### src/rtl/ctrl_pkg.sv
// ctrl_pkg: opcodes, step-FSM states and bus-mux code helpers for controle_multiciclo.
package ctrl_pkg;
    localparam logic [2:0] OP_ADD  = 3'b000;
    localparam logic [2:0] OP_SUB  = 3'b001;
    localparam logic [2:0] OP_NAND = 3'b010;
    localparam logic [2:0] OP_NOP  = 3'b011;
    localparam logic [2:0] OP_OUT  = 3'b100;
    localparam logic [2:0] OP_LDI  = 3'b101;
    localparam logic [2:0] OP_MVNZ = 3'b110;
    localparam logic [2:0] OP_MOV  = 3'b111;

    typedef enum logic [2:0] {S_IDLE, S_T1, S_T2, S_T3, S_HALT} state_t;

    function automatic int mux_imm(input int rx_w);
        return 1 << rx_w;
    endfunction

    function automatic int mux_g(input int rx_w);
        return (1 << rx_w) + 1;
    endfunction
endpackage

### src/rtl/ctrl_onehot_dec.sv
// ctrl_onehot_dec: register address to one-hot write enable, forced to zero when i_en is low.
module ctrl_onehot_dec #(
    parameter int RX_W = 3
) (
    input  logic                 i_en,
    input  logic [RX_W-1:0]      i_rx,
    output logic [2**RX_W-1:0]   o_onehot
);
    localparam int NREGS = 2**RX_W;

    always_comb o_onehot = i_en ? (NREGS'(1'b1) << i_rx) : '0;
endmodule

### src/rtl/controle_multiciclo.sv
// controle_multiciclo: multi-cycle step FSM with run/done handshake driving the datapath enables.
// Optional macro CTRL_ILLEGAL_TRAP_EN makes opcode 011 halt with a sticky illegal flag.
module controle_multiciclo
    import ctrl_pkg::*;
#(
    parameter  int RX_W  = 3,
    localparam int NREGS = 2**RX_W,
    localparam int IW    = 3 + 2*RX_W,
    localparam int MUX_W = RX_W + 1
) (
    input  logic             clock,
    input  logic             reset,
    input  logic             run,
    input  logic [IW-1:0]    iin,
    input  logic             alu_zero,
    output logic [MUX_W-1:0] mux_select,
    output logic [NREGS-1:0] regs_enable,
    output logic [1:0]       alu_op_select,
    output logic             reg_a_enable,
    output logic             alu_output_enable,
    output logic             out_enable,
    output logic             done,
    output logic             busy,
    output logic             illegal
);
`ifdef CTRL_ILLEGAL_TRAP_EN
    localparam bit TRAP = 1'b1;
`else
    localparam bit TRAP = 1'b0;
`endif

    state_t            r_state, w_next;
    logic [IW-1:0]     r_ir;
    logic [2:0]        w_op, w_new_op;
    logic [RX_W-1:0]   w_rx, w_ry;
    logic              w_wr;

    assign w_op     = r_ir[IW-1 -: 3];
    assign w_new_op = iin[IW-1 -: 3];
    assign w_rx     = r_ir[2*RX_W-1:RX_W];
    assign w_ry     = r_ir[RX_W-1:0];

    always_ff @(posedge clock) begin
        if (reset) begin
            r_state <= S_IDLE;
            r_ir    <= '0;
        end else begin
            r_state <= w_next;
            if (run && (r_state == S_IDLE || r_state == S_T3)) r_ir <= iin;
        end
    end

    always_comb begin
        w_next            = r_state;
        mux_select        = '0;
        w_wr              = 1'b0;
        reg_a_enable      = 1'b0;
        alu_output_enable = 1'b0;
        out_enable        = 1'b0;
        done              = 1'b0;
        case (r_state)
            S_IDLE: ;
            S_T1: begin
                w_next       = S_T2;
                mux_select   = {1'b0, w_rx};
                reg_a_enable = 1'b1;
            end
            S_T2: begin
                w_next            = S_T3;
                mux_select        = {1'b0, w_ry};
                alu_output_enable = 1'b1;
            end
            S_T3: begin
                w_next     = S_IDLE;
                done       = 1'b1;
                out_enable = w_op == OP_OUT;
                mux_select = (w_op <= OP_NAND) ? MUX_W'(mux_g(RX_W)) :
                             (w_op == OP_LDI)  ? MUX_W'(mux_imm(RX_W)) :
                             (w_op == OP_OUT)  ? {1'b0, w_rx} :
                             (w_op == OP_NOP)  ? '0 : {1'b0, w_ry};
                w_wr       = w_op <= OP_NAND || w_op == OP_LDI || w_op == OP_MOV ||
                             (w_op == OP_MVNZ && !alu_zero);
            end
            S_HALT: w_next = S_HALT;
            default: w_next = S_IDLE;
        endcase
        // accepting a new instruction overrides the default return from IDLE/T3
        if (run && (r_state == S_IDLE || r_state == S_T3))
            w_next = (w_new_op <= OP_NAND) ? S_T1 :
                     (TRAP && w_new_op == OP_NOP) ? S_HALT : S_T3;
    end

    assign alu_op_select = w_op[2] ? 2'b11 : w_op[1:0];
    assign busy          = r_state != S_IDLE;
    assign illegal       = TRAP && r_state == S_HALT;

    ctrl_onehot_dec #(.RX_W(RX_W)) u_dec (
        .i_en     (w_wr),
        .i_rx     (w_rx),
        .o_onehot (regs_enable)
    );
endmodule

### config.mk
export PLATFORM = sky130hd
export DESIGN_NAME = controle_multiciclo
export DESIGN_NICKNAME = d
export VERILOG_FILES = /design/src/rtl/ctrl_pkg.sv /design/src/rtl/ctrl_onehot_dec.sv /design/src/rtl/controle_multiciclo.sv
export SDC_FILE = /design/constraint.sdc
export NUM_CORES = 1
export LEC_CHECK = 0
export CAP_MARGIN = 15
export CORE_MARGIN = 10
export CORE_UTILIZATION = 42
export CTS_BUF_LIST = sky130_fd_sc_hd__clkbuf_16
export CTS_CLUSTER_DIAMETER = 120
export CTS_CLUSTER_SIZE = 40
export DETAILED_ROUTE_END_ITERATION = 10
export HOLD_SLACK_MARGIN = 0.03
export PLACE_DENSITY = 0.78
export RECOVER_POWER = 50
export SETUP_SLACK_MARGIN = 0.1
export SYNTH_ARGS = -nofsm -noshare
export SYNTH_HDL_FRONTEND = slang
export SYNTH_HIERARCHICAL = 1
export SYNTH_SLANG_ARGS = --single-unit
### constraint.sdc
create_clock -name clock -period 1.6 [get_ports clock]
set_input_delay 0.24 -clock clock [delete_from_list [all_inputs] [get_ports clock]]
set_output_delay 0.24 -clock clock [all_outputs]
set_load 0.05 [all_outputs]
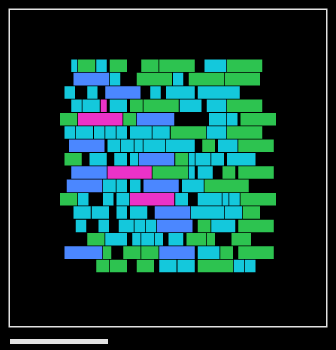
(images/class_map.png)
The bar under the picture is 20 um long.
legend:
  blue:
    class: registers
    cells: 12
  cyan:
    class: remaining logic cells
    cells: 73
  magenta:
    class: clock drivers and dummy loads
    cells: 4
  green:
    class: remaining buffers and delay cells
    cells: 42
Cell Rows: 16
Layout Utilization: 81.9%

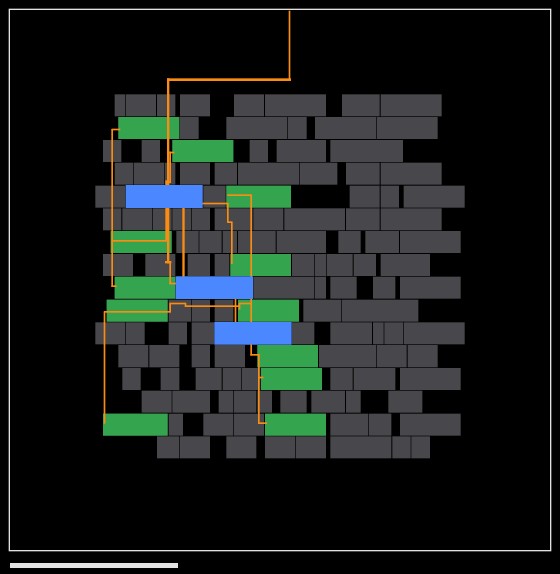
(images/clock_wires.png)
The bar under the picture is 20 um long.
legend:
  blue:
    item: clock-net drivers
    count: 3
  orange:
    item: clock wires
    length: 200 um
  green:
    item: flip-flops
    count: 12
routed clock nets: 4
clk_skew: 0.00214 ns
clk ins delay skew pair: 0.24 ns
clk pwr: 0.458 mW
Clk pwr share: 31.3%

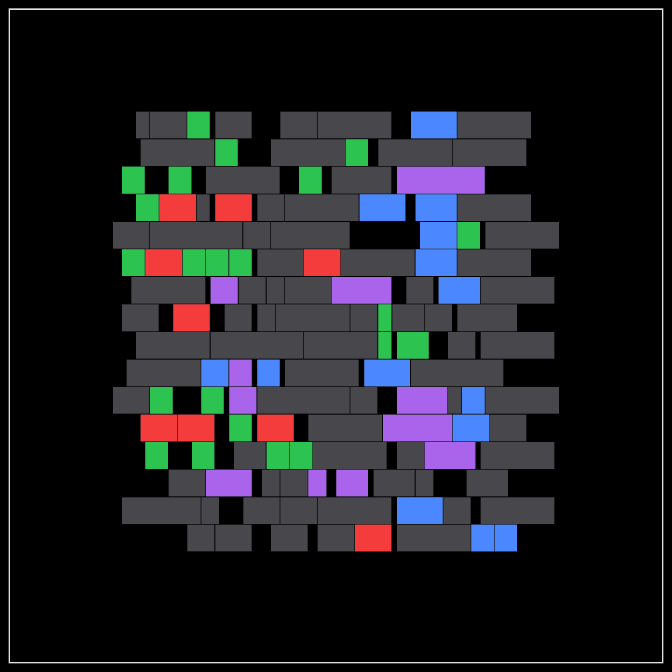
(images/gates.png)
legend:
  red:
    family: mux cells
    cells: 9
    most_used: mux2i_1
  blue:
    family: and/or cells
    cells: 14
  purple:
    family: nor cells
    cells: 11
  green:
    family: nand cells
    cells: 22
    most_used: nand2b_1
logic share of the area: 40.5%
Final Non-Filler Cells: 158

cells in the mapped netlist (2+ instances only):
master and count:
a21oi_1 4, clkbuf_1 3, nor2b_1 3, and3b_1 2
nand2b_1 19, nand2_1 2, nor3b_1 3, and4b_2 2
nor3_1 2, dfxtp_1 12, mux2i_1 9, o22ai_1 2
a22oi_1 2, or2_2 2, and4bb_1 2
registers in the layout, indices dropped and copies added (netlist names):
register	count
r_ir	9
r_state	3
critical path, cell delays in order, from the launching register on:
cell	delay [ns]
dfxtp_1	0.30
and3b_4	0.32
o21ai_4	0.07
a21oi_4	0.18
nor4b_4	0.28
buf_12	0.18
layer usage:
| metal | routed length [um] | vias to the layer above | share of wire [%] |
|---|---|---|---|
| met5 | 0 | - | 0 |
| met4 | 33 | 0 | 1.2 |
| met3 | 132 | 4 | 4.9 |
| met2 | 1450 | 24 | 54 |
| met1 | 1080 | 411 | 40 |
| li1 | - | 408 | - |
cell usage in the layout, fill, tap and decap left out, types with 3 or more instances in the layout:
master	count
and4b_2	3
a21oi_1	3
clkbuf_16	4
mux2i_1	9
and4bb_2	3
clkdlybuf4s50_1	11
buf_12	17
dfxtp_1	10
buf_4	8
nand2b_1	19
kinds of logic (layout without fill, tap and decap cells):
kind of cell	after synthesis	after routing	synth area share, %
AOI/OAI and AO/OA	14	14	11.3
xor gates and xnor gates	1	1	1.06
buffers and inverters	7	47	4.68
DFF	12	12	29.0
muxes	9	9	10.9
other	1	1	0.453
and+or+nand+nor	47	47	42.6
power breakdown:
part | leakage, nW | switching, mW | internal, mW
Sequential | 0.0994 | 0.0391 | 0.335
Clock | 0.0385 | 0.129 | 0.329
Combinational | 0.478 | 0.324 | 0.308
Total | 0.616 | 0.492 | 0.972
area by class of cell:
type	instances	area [um^2]	area share, %
Sequential cell	12	243	15.4
Inverter	1	3.75	0.238
Tap cell	27	33.8	2.15
Clock buffer	3	75.1	4.77
Multi-Input combinational cell	72	637	40.5
Clock inverter	1	3.75	0.238
Timing Repair Buffer	42	578	36.7
stage by stage:
step,utilization [%],cell area [um^2],hold WS (ns)
floorplan,-,886,0.395
global placement,75.4,1450,0.478
detailed placement,75.4,1450,0.488
CTS,82.2,1580,0.494
global route,81.9,1570,0.520
finish,81.9,1570,0.495
what timing repair did:
action,4_1_cts,5_1_grt
endpoints found under the setup margin,14,14
hold buffers,0,0
gates resized,12,4
pin swaps,8,5
how the worst max path moves through the flow:
stage / slack (ns) / cells after the start / endpoint
2_1_floorplan: -0.38 / 5 / regs_enable[0]
3_3_place_gp: -0.13 / 5 / regs_enable[0]
3_5_place_dp: -0.20 / 5 / regs_enable[0]
4_1_cts: -0.20 / 5 / regs_enable[0]
5_1_grt: -0.27 / 5 / regs_enable[0]
6_report: -0.21 / 5 / regs_enable[0]
==> results.txt <==
run metrics: Worst Setup Slack, final -0.207 ns, biggest area cells dfxtp_1 (29%), nand2b_1 (14%), mux2i_1 (11%), and4bb_1 (3.0%), and4b_2 (2.7%), core area 1920 um^2, Clock Path Buffers 2, RR Endpoint r_ir[7]$_SDFFE_PP0P_, die area between 4000 and 5000 um^2, Post-Synthesis Cells around 90, DRC 0, max cap viols 0, Area leader share approximately 29%, Reg2Reg Launch Point r_state[0]$_SDFFE_PP0P_, WS Path Type register to primary output, area leader, netlist dfxtp_1, post-DR wirelength/cell between 15 and 20 um, # setup viols final 12, Setup TNS -2.00 ns, DP Wirelength around 2.0 mm, pwr dens 930 nW/um^2, Placed Cells roughly 150, startpoint types register, CTS tree built, Tot Pwr about 1.5 mW, layout cells sized above 1 between 40% and 50%, largest net degree at the start of global routing 22, Peak supply drop 1040 uV, Tmin final ~1.8 ns, Worst setup EP type primary output, via count 847, min-delay src r_ir[1]$_SDFFE_PP0P_, Post-CTS Setup Inserts 0, Cell Type Count 37, via-per-instance ratio 5.36, Netlist Area Pre-Place ~830 um^2, met3 usage roughly 2.9%, status finished with violations, clock tree sinks 12, post-layout period usage of the worst path 113%, Die Span X roughly 64 um, first-pass GRT wire length around 4.5 mm, Slew Limit Fails 0, failing checks negative setup slack, hold depth 2, P&R area growth vs syn 90.0%, Hold EP r_ir[1]$_SDFFE_PP0P_
Power and IR drop assume default switching activity.
